[src/rtl/jit_pkg.sv]
// ---------------------------------------------------------------------------
// jit_pkg
// Shared definitions for the ARM template sequencer slice of the JIT path:
//   - default template-address / instruction widths
//   - UNSUPPORTED lookup sentinel (also the highest template address)
//   - bit offsets of the ext / last flags inside a template memory word
//   - sequencer state encoding
// ---------------------------------------------------------------------------
package jit_pkg;

    localparam int unsigned JIT_TPL_AW = 7;
    localparam int unsigned JIT_ARM_W  = 32;

    // Lookup ROM result meaning "no template"; equals the top template address.
    localparam logic [JIT_TPL_AW-1:0] TPL_UNSUPPORTED = 7'h7F;

    // Template word layout: {ext, last, instruction[ARM_W-1:0]}
    localparam int unsigned LAST_BIT = JIT_ARM_W;
    localparam int unsigned EXT_BIT  = JIT_ARM_W + 1;

    // Encodings kept identical to the legacy localparam values.
    typedef enum logic [2:0] {
        ST_IDLE   = 3'd0,
        ST_LOOKUP = 3'd1,
        ST_FETCH  = 3'd2,
        ST_EMIT   = 3'd3,
        ST_TRAP   = 3'd4
    } state_t;

endpackage

[src/rtl/arm_tpl_sequencer_if.sv]
// ---------------------------------------------------------------------------
// arm_tpl_sequencer_if
// Bus bundle between the sequencer and its environment.
//   op_valid/op_ready/op_code      opcode handshake (env -> sequencer)
//   rom_idx/rom_adr                lookup ROM index and combinational result
//   tpl_adr/tpl_data               template memory address / sync-read word
//   arm_valid/arm_ready/arm_word/arm_last  emitted instruction stream
// Modports: master = sequencer side, slave = environment side.
// ---------------------------------------------------------------------------
interface arm_tpl_sequencer_if #(
    parameter int unsigned TPL_AW = 7,
    parameter int unsigned ARM_W  = 32
);
    logic              op_valid;
    logic              op_ready;
    logic [7:0]        op_code;
    logic [8:0]        rom_idx;
    logic [TPL_AW-1:0] rom_adr;
    logic [TPL_AW-1:0] tpl_adr;
    logic [ARM_W+1:0]  tpl_data;
    logic              arm_valid;
    logic              arm_ready;
    logic [ARM_W-1:0]  arm_word;
    logic              arm_last;

    modport master (
        input  op_valid, op_code, rom_adr, tpl_data, arm_ready,
        output op_ready, rom_idx, tpl_adr, arm_valid, arm_word, arm_last
    );

    modport slave (
        output op_valid, op_code, rom_adr, tpl_data, arm_ready,
        input  op_ready, rom_idx, tpl_adr, arm_valid, arm_word, arm_last
    );
endinterface

[src/rtl/jit_emit_stats.sv]
// ---------------------------------------------------------------------------
// jit_emit_stats
// Free-running statistics for the template sequencer. Both counters wrap.
//   clk, rst_n     clock, async active-low reset (counters clear to 0)
//   beat_i         one accepted arm_valid && arm_ready beat
//   trap_i         one trap pulse
//   emit_cnt_o     accepted beat count (32 bit)
//   trap_cnt_o     trap pulse count (16 bit)
// ---------------------------------------------------------------------------
module jit_emit_stats (
    input  logic        clk,
    input  logic        rst_n,
    input  logic        beat_i,
    input  logic        trap_i,
    output logic [31:0] emit_cnt_o,
    output logic [15:0] trap_cnt_o
);
    logic [31:0] emit_cnt_q;
    logic [15:0] trap_cnt_q;

    always_ff @(posedge clk or negedge rst_n) begin
        if (!rst_n) begin
            emit_cnt_q <= '0;
            trap_cnt_q <= '0;
        end else begin
            if (beat_i) emit_cnt_q <= emit_cnt_q + 32'd1;
            if (trap_i) trap_cnt_q <= trap_cnt_q + 16'd1;
        end
    end

    assign emit_cnt_o = emit_cnt_q;
    assign trap_cnt_o = trap_cnt_q;
endmodule

[src/rtl/arm_tpl_sequencer.sv]
// ---------------------------------------------------------------------------
// arm_tpl_sequencer
// Takes one JVM opcode per handshake, looks up its ARM template start address
// through the external lookup ROM, then walks template memory emitting one
// ARM instruction per beat. A template word flagged ext (with last) in phase 0
// chains to a second lookup at index {1, op}. UNSUPPORTED lookups and walking
// past the top template address raise a one-cycle trap.
//
// Ports:
//   clk, rst_n   clock, async active-low reset
//   bus          arm_tpl_sequencer_if.master (opcode, ROM, template, output)
//   trap         one-cycle pulse on unsupported opcode / address overflow
//   emit_cnt     (JIT_EMIT_STATS_EN only) accepted beat count
//   trap_cnt     (JIT_EMIT_STATS_EN only) trap pulse count
//
// Build option: define JIT_EMIT_STATS_EN to add the statistics counters.
// ---------------------------------------------------------------------------
module arm_tpl_sequencer #(
    parameter int unsigned TPL_AW = 7,
    parameter int unsigned ARM_W  = 32
) (
    input  logic                   clk,
    input  logic                   rst_n,
    arm_tpl_sequencer_if.master    bus,
    output logic                   trap
`ifdef JIT_EMIT_STATS_EN
    ,
    output logic [31:0]            emit_cnt,
    output logic [15:0]            trap_cnt
`endif
);
    import jit_pkg::*;

    state_t            state_q, state_d;
    logic [7:0]        op_q, op_d;
    logic              phase_q, phase_d;
    logic [TPL_AW-1:0] adr_q, adr_d;
    logic              rdy_q;

    logic              emit;
    logic              beat;
    logic              w_last;
    logic              w_ext;
    logic              chain;

    assign emit   = (state_q == ST_EMIT);
    assign beat   = emit && bus.arm_ready;
    assign w_last = bus.tpl_data[LAST_BIT];
    assign w_ext  = bus.tpl_data[EXT_BIT];
    // ext only chains out of phase 0; in phase 1 the sequence ends at last.
    assign chain  = w_ext && !phase_q;

    always_comb begin
        state_d = state_q;
        op_d    = op_q;
        phase_d = phase_q;
        adr_d   = adr_q;
        unique case (state_q)
            ST_IDLE: begin
                if (bus.op_valid && rdy_q) begin
                    op_d    = bus.op_code;
                    phase_d = 1'b0;
                    state_d = ST_LOOKUP;
                end
            end
            ST_LOOKUP: begin
                if (bus.rom_adr == TPL_UNSUPPORTED) begin
                    state_d = ST_TRAP;
                end else begin
                    adr_d   = bus.rom_adr;
                    state_d = ST_FETCH;
                end
            end
            ST_FETCH: state_d = ST_EMIT;
            ST_EMIT: begin
                if (beat) begin
                    if (!w_last) begin
                        if (adr_q == TPL_UNSUPPORTED) begin
                            state_d = ST_TRAP;
                        end else begin
                            adr_d   = adr_q + TPL_AW'(1);
                            state_d = ST_FETCH;
                        end
                    end else if (chain) begin
                        phase_d = 1'b1;
                        state_d = ST_LOOKUP;
                    end else begin
                        state_d = ST_IDLE;
                    end
                end
            end
            ST_TRAP: state_d = ST_IDLE;
            default: state_d = ST_IDLE;
        endcase
    end

    always_ff @(posedge clk or negedge rst_n) begin
        if (!rst_n) begin
            state_q <= ST_IDLE;
            op_q    <= '0;
            phase_q <= 1'b0;
            adr_q   <= '0;
            rdy_q   <= 1'b0;
        end else begin
            state_q <= state_d;
            op_q    <= op_d;
            phase_q <= phase_d;
            adr_q   <= adr_d;
            // Registered ready: low through reset, high whenever IDLE is next.
            rdy_q   <= (state_d == ST_IDLE);
        end
    end

    assign bus.op_ready  = rdy_q;
    assign bus.rom_idx   = {phase_q, op_q};
    assign bus.tpl_adr   = adr_q;
    assign bus.arm_valid = emit;
    // Gated so the output is 0 outside EMIT regardless of memory contents.
    assign bus.arm_word  = emit ? bus.tpl_data[ARM_W-1:0] : '0;
    assign bus.arm_last  = emit && w_last && !chain;
    assign trap          = (state_q == ST_TRAP);

`ifdef JIT_EMIT_STATS_EN
    jit_emit_stats u_stats (
        .clk        (clk),
        .rst_n      (rst_n),
        .beat_i     (beat),
        .trap_i     (trap),
        .emit_cnt_o (emit_cnt),
        .trap_cnt_o (trap_cnt)
    );
`endif
endmodule

[src/flat_wrapper.sv]
// flat-port wrapper written by rule: the top's interface ports become plain ports
module arm_tpl_sequencer_flat import jit_pkg::*;
#(
    parameter int unsigned TPL_AW = 7,
    parameter int unsigned ARM_W  = 32
)
  (clk, rst_n, trap, bus_op_valid, bus_op_code, bus_rom_adr, bus_tpl_data, bus_arm_ready, bus_op_ready, bus_rom_idx, bus_tpl_adr, bus_arm_valid, bus_arm_word, bus_arm_last);
  arm_tpl_sequencer_if #(.TPL_AW(TPL_AW), .ARM_W(ARM_W)) bus_i ();
  input  logic clk;
  input  logic rst_n;
  output logic trap;
  input wire logic [$bits(bus_i.op_valid)-1:0] bus_op_valid;
  input wire logic [$bits(bus_i.op_code)-1:0] bus_op_code;
  input wire logic [$bits(bus_i.rom_adr)-1:0] bus_rom_adr;
  input wire logic [$bits(bus_i.tpl_data)-1:0] bus_tpl_data;
  input wire logic [$bits(bus_i.arm_ready)-1:0] bus_arm_ready;
  output wire logic [$bits(bus_i.op_ready)-1:0] bus_op_ready;
  output wire logic [$bits(bus_i.rom_idx)-1:0] bus_rom_idx;
  output wire logic [$bits(bus_i.tpl_adr)-1:0] bus_tpl_adr;
  output wire logic [$bits(bus_i.arm_valid)-1:0] bus_arm_valid;
  output wire logic [$bits(bus_i.arm_word)-1:0] bus_arm_word;
  output wire logic [$bits(bus_i.arm_last)-1:0] bus_arm_last;
  assign bus_i.op_valid = bus_op_valid;
  assign bus_i.op_code = bus_op_code;
  assign bus_i.rom_adr = bus_rom_adr;
  assign bus_i.tpl_data = bus_tpl_data;
  assign bus_i.arm_ready = bus_arm_ready;
  assign bus_op_ready = bus_i.op_ready;
  assign bus_rom_idx = bus_i.rom_idx;
  assign bus_tpl_adr = bus_i.tpl_adr;
  assign bus_arm_valid = bus_i.arm_valid;
  assign bus_arm_word = bus_i.arm_word;
  assign bus_arm_last = bus_i.arm_last;
  arm_tpl_sequencer #(.TPL_AW(TPL_AW), .ARM_W(ARM_W)) u_core (.clk(clk), .rst_n(rst_n), .bus(bus_i), .trap(trap));
endmodule
[config.mk]
export PLATFORM = sky130hd
export DESIGN_NAME = arm_tpl_sequencer_flat
export DESIGN_NICKNAME = d
export VERILOG_FILES = /design/src/rtl/jit_pkg.sv /design/src/rtl/arm_tpl_sequencer_if.sv /design/src/rtl/jit_emit_stats.sv /design/src/rtl/arm_tpl_sequencer.sv /design/src/flat_wrapper.sv
export SDC_FILE = /design/constraint.sdc
export NUM_CORES = 1
export LEC_CHECK = 0
export CAP_MARGIN = 10
export CORE_AREA = 2 2 62 64
export CTS_BUF_LIST = sky130_fd_sc_hd__clkbuf_2 sky130_fd_sc_hd__clkbuf_4 sky130_fd_sc_hd__clkbuf_8
export DETAILED_ROUTE_END_ITERATION = 12
export DIE_AREA = 0 0 64 66
export PLACE_DENSITY = 0.86
export SLEW_MARGIN = 10
export SYNTH_ARGS = -nofsm -noshare
export SYNTH_HDL_FRONTEND = slang
export SYNTH_SLANG_ARGS = --single-unit
[constraint.sdc]
create_clock -name clk -period 4.9 [get_ports clk]
set_input_delay 0.98 -clock clk [delete_from_list [all_inputs] [get_ports clk]]
set_output_delay 0.98 -clock clk [all_outputs]
set_load 0.005 [all_outputs]
==> Changelog: implementation, run 1 <==
### Physical design

- Status: finished clean
- Nets: approximately 290
- H-Tree Depth: 1
- Antenna viol nets, final: 0
- Worst min-delay path startpoint: u_core.op_q[1]
- Pwr Density: 480 nW/µm²
- Crit. End Element: output pin
- Post-synth top area share: around two fifths
- IO Port Bufs: approximately 100
- Setup_tns: 0 ns
- Largest net degree at the start of global routing: around 47
- Die width: around 64 µm
- Placed Cells: approximately 280
- Synth area leader: dfrtp_1
- Initial antenna violation count: 0
- Post-CTS Setup Inserts: 0
- Hold WS: between 0.5 and 0.6 ns
- Clk_skew: approximately 0.0081 ns
- Core Footprint: between 3000 and 4000 µm²
- Setup violations, final: 0
- Layout Area Growth over Synthesis: 89.7%
- Gp weighted congestion: ~0.74
- Post-synth EDFFs: 0
- Worst EP required: between 3 and 4 ns
- Distinct lib cells used: about 42
- I/O pin count: between 100 and 150
- Comb gate area: 693 µm²
- Cell area after synthesis: 1250 µm²
- Floorplan Utilization: 35.1%
- Vias in the first global route: roughly 1400
- Post-Syn Nets: 183
- Commonest cells in the netlist: and2_1, dfrtp_1, a21oi_1, mux2_2, nand2_1
- Post-DR wirelength/cell: 12.9 µm
- Max cap viols: 0
- Grt ovf: 0
- Asr flop ratio synth: 100%
- Yosys Chip Area: 1250 µm²
- Top sig layer: met4
- Final hold vios: 0
- Post-route minimum period: 3.32 ns
- DRC: 0
- Final Non-Filler Cells: approximately 280
- Vias per inst: between 4 and 5
[run 1: sequential cells by signal, indices dropped and copies added (netlist names)]
| name | count |
|---|---|
| u_core.op_q | 8 |
| u_core.bus.tpl_adr | 7 |
| u_core.state_q | 3 |
| u_core.bus.op_ready | 1 |
| u_core.phase_q | 1 |
[run 1: worst paths after layout]
check	end	depth (start not counted)
setup / recovery	bus_arm_last	5
max in group asynchronous	u_core.state_q[2]	1
min in group asynchronous	u_core.state_q[1]	1
setup reg to reg	u_core.bus.tpl_adr[0]	5
hold / removal	u_core.op_q[1]	1
hold reg to reg	u_core.op_q[1]	1
[run 1: kinds of logic after synthesis]
logic type,Yosys count,share of synthesized area (%)
buffers and inverters,11,4.31
muxes,9,8.02
adders and majority gates,1,1.00
AOI/OAI and AO/OA,26,14.9
DFF,20,40.1
and+or+nand+nor,62,31.6
[run 1: layer usage]
metal	track usage, %	vias to the layer above
li1	-	664
met1	19.6	609
met2	32.3	70
met3	3.58	4
met4	7.07	0
met5	0	-
[run 1: per-stage QoR]
stage          cell area (µm²)  util, %
2_1_floorplan             1250        -
3_3_place_gp              2310     65.2
3_5_place_dp              2310     65.2
4_1_cts                   2370     66.6
5_1_grt                   2370     66.6
6_report                  2370     66.6
[run 1: cells in the final DEF (no fill, tap or decap), drive strengths merged, types with 2 or more instances in the layout]
cell type and instances:
a211oi 2, a21oi 8, and2 33, and4 2, clkbuf 3, clkdlybuf4s50 104
dfrtp 20, inv 5, mux2 8, nand2 6, nand3 3, nand4 2
nor2 4, nor2b 2, nor4 3, o21ai 3, o22ai 2, o2bb2a 2
[run 1: cell type report]
cell class	count	area share (%)
timing repair buffer	104	44.0
multi-input combinational	98	29.3
sequential	20	21.2
tap	48	2.54
clock inverter	1	1.27
clock buffer	3	0.952
inverter	5	0.793
[run 1: critical path, cell delays in order, from the launching register on]
cell	delay, ns
dfrtp_1	0.46
nand3b_2	0.34
inv_2	0.49
nand2_1	0.10
nor2_1	0.12
clkdlybuf4s50_1	0.51
[run 1: power breakdown]
| part | total, µW | internal, µW | switching, µW |
|---|---|---|---|
| Clock | 137 | 82.7 | 54.3 |
| Combinational | 687 | 428 | 260 |
| Sequential | 312 | 240 | 72.4 |
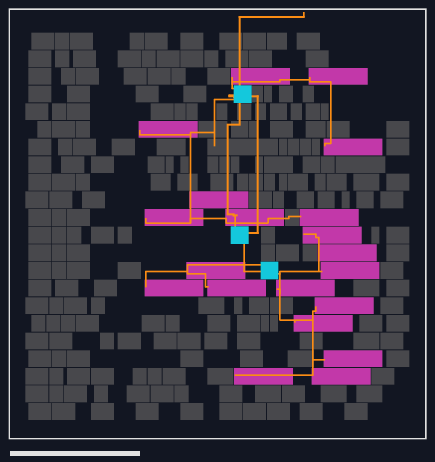
*Routed clock nets over the placement, run 1*
The bar under the picture is 20 µm long.
[flip-flops] magenta | count: 20
[clock wires] orange | length: 263 µm
[cells driving clock nets] cyan | count: 3
routed clock nets: 4

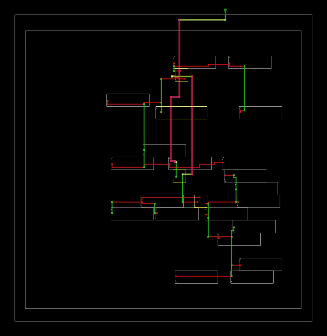
*Clock nets, run 1*
CTS Buf Count: 3
flip-flops: 20
Clock Sinks: 20
Skew-Pair Late Insertion Delay: 0.31 ns
Layout clock buffers: 3

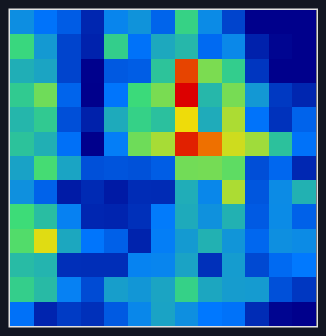
*Signal metal coverage by tile, run 1*
13 x 13 tiles, from dark blue (low) to red (high), scaled to the fullest tile. Values are wire area over tile area, all layers added.
tiles over half the peak: 13%
densest ninth of the die: top middle
mean over tiles: 0.14
nearly empty tiles: 7.1%
emptiest ninth of the die: top right
fullest tile: 0.47
Vias: 1347
Tot GR Track Use: 17.5%

## Run 2: what changed since run 1
--- a/config.mk
+++ b/config.mk
@@ -6,11 +6,11 @@
 export NUM_CORES = 1
 export LEC_CHECK = 0
 export CAP_MARGIN = 10
-export CORE_AREA = 2 2 62 64
+export CORE_AREA = 2 2 65 67
 export CTS_BUF_LIST = sky130_fd_sc_hd__clkbuf_2 sky130_fd_sc_hd__clkbuf_4 sky130_fd_sc_hd__clkbuf_8
 export DETAILED_ROUTE_END_ITERATION = 12
-export DIE_AREA = 0 0 64 66
-export PLACE_DENSITY = 0.86
+export DIE_AREA = 0 0 67 69
+export PLACE_DENSITY = 0.79
 export SLEW_MARGIN = 10
 export SYNTH_ARGS = -nofsm -noshare
 export SYNTH_HDL_FRONTEND = slang
==> constraint.sdc (replaced) <==
create_clock -name clk -period 3.45 [get_ports clk]
set_input_delay 0.69 -clock clk [delete_from_list [all_inputs] [get_ports clk]]
set_output_delay 0.69 -clock clk [all_outputs]
set_load 0.005 [all_outputs]
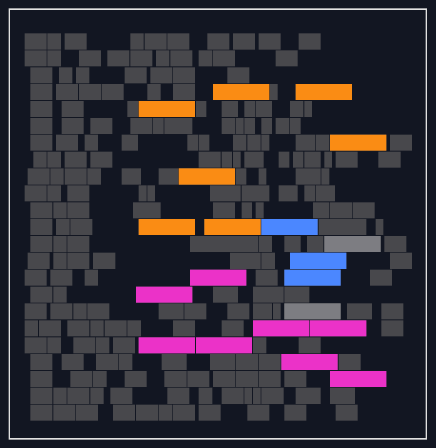
*Sequential cells coloured by netlist name, run 2*
Other sequential cells in the stronger grey, the rest of the logic in the fainter grey.
| signal | colour | flops |
|---|---|---|
| `u_core.state_q` | blue | 3 |
| `u_core.bus.tpl_adr` | orange | 7 |
| `u_core.op_q` | magenta | 8 |
not coloured: 2

==> run 2 against run 1 <==
Against the previous run:
- setup slack got worse by 1.1 ns
- worst hold slack got worse by 0.013 ns
- wire length rose by 2.1%
- clock skew shrank 0.0053 ns
- sequential power is 43% higher
- die size up 9.4%
==> Changelog: implementation, run 2 <==
### Physical design

- Pwr Density: 691 nW/µm² (was 480 nW/µm²)
- Reg with most FFs: u_core.op_q (unchanged)
- Setup violations, final: 0 (unchanged)
- Antenna viol nets, final: 0 (unchanged)
- Post-synth EDFFs: 0 (unchanged)
- Post-Syn Nets: 183 (unchanged)
- Setup_tns: 0 ns (unchanged)
- Worst Reg2Reg Path Length in Cells: 5 (unchanged)
- Floorplan Utilization: 31.9% (was 35.1%)
- Final hold vios: 0 (unchanged)
- Tot GR Track Use: 16.3% (was 17.5%)
- Synth area leader: dfrtp_1 (unchanged)
- Worst min-delay path startpoint: u_core.op_q[4] (was u_core.op_q[1])
- Status: finished clean (unchanged)
- Clock Sinks: 20 (unchanged)
- Grt ovf: 0 (unchanged)
- Worst EP required: 2.76 ns (was 3.92 ns)
- Initial antenna violation count: 0 (unchanged)
- Post-CTS Setup Inserts: 0 (unchanged)
- Yosys Chip Area: 1250 µm² (unchanged)
- WP buf/inv: 2 (unchanged)
- Gp weighted congestion: 0.749 (was 0.742)
- CP max stage delay: 0.51 ns (about the same)
- DRC: 0 (unchanged)
- Vias: 1315 (was 1347)
- Top cell excl fill/tap: clkdlybuf4s50_1 (unchanged)
- H-Tree Depth: 1 (unchanged)
- Layout Area Growth over Synthesis: 91.4% (was 89.7%)
- Commonest cells in the netlist: and2_1, dfrtp_1, a21oi_1, mux2_2, nand2_1 (unchanged)
- Largest net degree at the start of global routing: 47 (unchanged)
- Vias per inst: 4.68 (was 4.83)
- Max cap viols: 0 (unchanged)
- Nets: 286 (unchanged)
- Crit path cell chain: nand3b_2 -> inv_2 -> and2_1 -> clkdlybuf4s50_1 (was nand3b_2 -> inv_2 -> nand2_1 -> nor2_1 -> clkdlybuf4s50_1)
- Post-synth top area share: 40.1% (unchanged)
-- run 2: cell counts after synthesis --
Identical to the previous run, type by type.
-- run 2: logic make-up after synthesis --
family	Yosys count	share of synthesized area (%)
buf+inv	11	4.31
fa+ha+maj	1	1.00
simple gates	62	31.6
mux	9	8.02
flops	20	40.1
compound gates	26	14.9
-- run 2: routing by layer --
layer,wire length (µm),part of all wire [%],track usage (%)
met1,1500,41,19.7
met2,1820,50,27.5
met3,325,8.9,5.06
met4,27,0.74,4.08
met5,0,0,0
-- run 2: final cells by class --
| cell class | instances | area [µm²] | share of cell area [%] |
|---|---|---|---|
| repair buffers | 104 | 1040 | 43.6 |
| multi-input cells | 98 | 693 | 29.0 |
| flip-flops and latches | 20 | 500 | 21.0 |
| well taps | 50 | 62.6 | 2.62 |
| clock buffers | 3 | 41.3 | 1.73 |
| clock inverters | 1 | 30.0 | 1.26 |
| inverters | 5 | 18.8 | 0.786 |
-- run 2: final timing paths --
check / end / slack, ns
setup / recovery: bus_arm_word[8] / 0.51
hold / removal: u_core.op_q[4] / 0.51
setup reg to reg: u_core.bus.tpl_adr[2] / 1.31
hold reg to reg: u_core.op_q[4] / 0.51
max in group asynchronous: u_core.op_q[6] / 1.96
min in group asynchronous: u_core.op_q[5] / 0.94
-- run 2: where the power goes --
part | leakage, µW | switching [µW] | total (µW) | internal, µW
logic | 0.000675 | 367 | 974 | 607
clock network | 0.0000357 | 76.0 | 231 | 155
registers | 0.000243 | 103 | 445 | 342
-- run 2: metrics by stage --
step	cell area, µm²	utilization [%]	hold slack (ns)	instances	setup WS, ns
6_report	2390	61.0	0.508	281	0.514
5_1_grt	2390	61.0	0.533	281	0.272
4_1_cts	2390	61.0	0.513	281	0.499
3_5_place_dp	2320	59.2	0.494	277	0.787
3_3_place_gp	2320	59.2	0.490	277	0.801
2_1_floorplan	1250	-	0.394	129	1.47
-- run 2: worst reg2reg max path, cell delays in order, from the launching register on --
cell      delay, ns
dfrtp_1        0.44
nand3b_2       0.33
inv_2          0.48
o211ai_2       0.35
nand2_1        0.21
o2bb2a_1       0.23
## Run 3: what changed since run 2
--- a/config.mk
+++ b/config.mk
@@ -10,6 +10,7 @@
 export CTS_BUF_LIST = sky130_fd_sc_hd__clkbuf_2 sky130_fd_sc_hd__clkbuf_4 sky130_fd_sc_hd__clkbuf_8
 export DETAILED_ROUTE_END_ITERATION = 12
 export DIE_AREA = 0 0 67 69
+export HOLD_SLACK_MARGIN = 0.1
 export PLACE_DENSITY = 0.79
 export SLEW_MARGIN = 10
 export SYNTH_ARGS = -nofsm -noshare
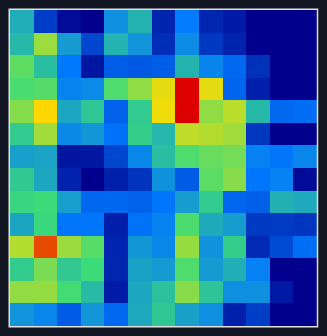
*Signal metal coverage by tile, run 3*
13 x 14 tiles, from dark blue (low) to red (high), scaled to the fullest tile. Values are wire area over tile area, all layers added.
Vias: 1315
final WL: 3670 µm
Tot GR Track Use: 16.3%
post-DR wirelength/cell: 13.1 µm

==> run 3 against run 2 <==
Against the previous run:
- fmax stayed put
- core utilization did not move
- sequential power barely moved
- first-iteration DRC count unchanged
- critical path type unchanged
- non-clock buffer count unchanged
- global-route usage stayed put
- clock power about the same
- cell count is the same
- area after synthesis is the same
- worst hold slack stayed put
- critical path depth is the same
==> Changelog: implementation, run 3 <==
### Physical design

- Vias per inst: 4.68 (unchanged)
- Clock Sinks: 20 (unchanged)
- Pwr Density: 691 nW/µm² (unchanged)
- I/O pin count: 105 (unchanged)
- Post-Syn Nets: 183 (unchanged)
- Clk_skew: 0.00288 ns (unchanged)
- Post-synth top area share: 40.1% (unchanged)
- Initial antenna violation count: 0 (unchanged)
- Core Footprint: 3910 µm² (unchanged)
- Vias in the first global route: 1335 (unchanged)
- Status: finished clean (unchanged)
- Top cell excl fill/tap: clkdlybuf4s50_1 (unchanged)
- Grt ovf: 0 (unchanged)
- Crit path max-delay cell type: clkdlybuf4s50_1 (unchanged)
- Worst EP required: 2.76 ns (about the same)
- Cell area after synthesis: 1250 µm² (unchanged)
- Commonest cells in the netlist: and2_1, dfrtp_1, a21oi_1, mux2_2, nand2_1 (unchanged)
- CP max stage delay: 0.51 ns (about the same)
- Delay-heaviest family, CP: buffers and inverters (unchanged)
- Die width: 67 µm (unchanged)
- Flop-to-flop setup slack: 1.31 ns (about the same)
- Setup violations, final: 0 (unchanged)
- CTS Buf Count: 3 (unchanged)
- Post-CTS Setup Inserts: 0 (unchanged)
- Number of flip-flops in the largest register: 8 (unchanged)
- Register share of total power: 27.0% (about the same)
- Floorplan Utilization: 31.9% (unchanged)
- Clock share of power: 14.0% (about the same)
- Yosys Chip Area: 1250 µm² (unchanged)
- Comb power frac: 59.1% (about the same)
- Asr flop ratio synth: 100% (unchanged)
- Antenna viol nets, final: 0 (unchanged)
- Final hold vios: 0 (unchanged)
## run 3: metal layers
layer  up-vias  global-route usage (%)  share of wire (%)
li1        660                       -                  -
met1       593                    19.7                 41
met2        60                    27.5                 50
met3         2                    5.06                8.9
met4         0                    4.08               0.74
met5         -                       0                  0
## run 3: area by class of cell
type / instances / area, µm²
Timing Repair Buffer: 104 / 1040
Fill cell: 348 / 1530
Tap cell: 50 / 62.6
Clock inverter: 1 / 30.0
Clock buffer: 3 / 41.3
Multi-Input combinational cell: 98 / 693
Inverter: 5 / 18.8
Sequential cell: 20 / 500
## run 3: path summary, 6_finish.rpt
kind / start / to / cells past startpoint
worst max-delay path: u_core.state_q[2] / bus_arm_word[8] / 4
worst min-delay path: u_core.op_q[4] / u_core.op_q[4] / 1
worst max register to register: u_core.state_q[2] / u_core.bus.tpl_adr[2] / 5
worst min register to register: u_core.op_q[4] / u_core.op_q[4] / 1
max in group asynchronous: rst_n / u_core.op_q[6] / 1
min in group asynchronous: rst_n / u_core.op_q[5] / 1
## run 3: cell families after synthesis
family	share of synthesized area, %
DFF	40.1
AOI/OAI and AO/OA	14.9
adders and majority gates	1.00
and+or+nand+nor	31.6
muxes	8.02
buffers and inverters	4.31
## run 3: power by group through the flow
stage / clock [µW] / combinational (µW) / sequential [µW]
final: 231 / 974 / 445
after global routing: 248 / 1070 / 463
after CTS: 240 / 985 / 445
after detailed placement: 0 / 979 / 447
after global placement: 0 / 979 / 442
after floorplan: 0 / 454 / 440
## run 3: stage by stage
step                      instances  total power (µW)  hold WS (ns)  worst slack, ns  area, µm²
final                           281              1650         0.508            0.514       2390
after global routing            281              1780         0.533            0.272       2390
after CTS                       281              1670         0.513            0.499       2390
after detailed placement        277              1430         0.494            0.787       2320
after global placement          277              1420         0.490            0.801       2320
after floorplan                 129               894         0.394             1.47       1250
No activity file was given, so power comes from the tool's default toggle rates.
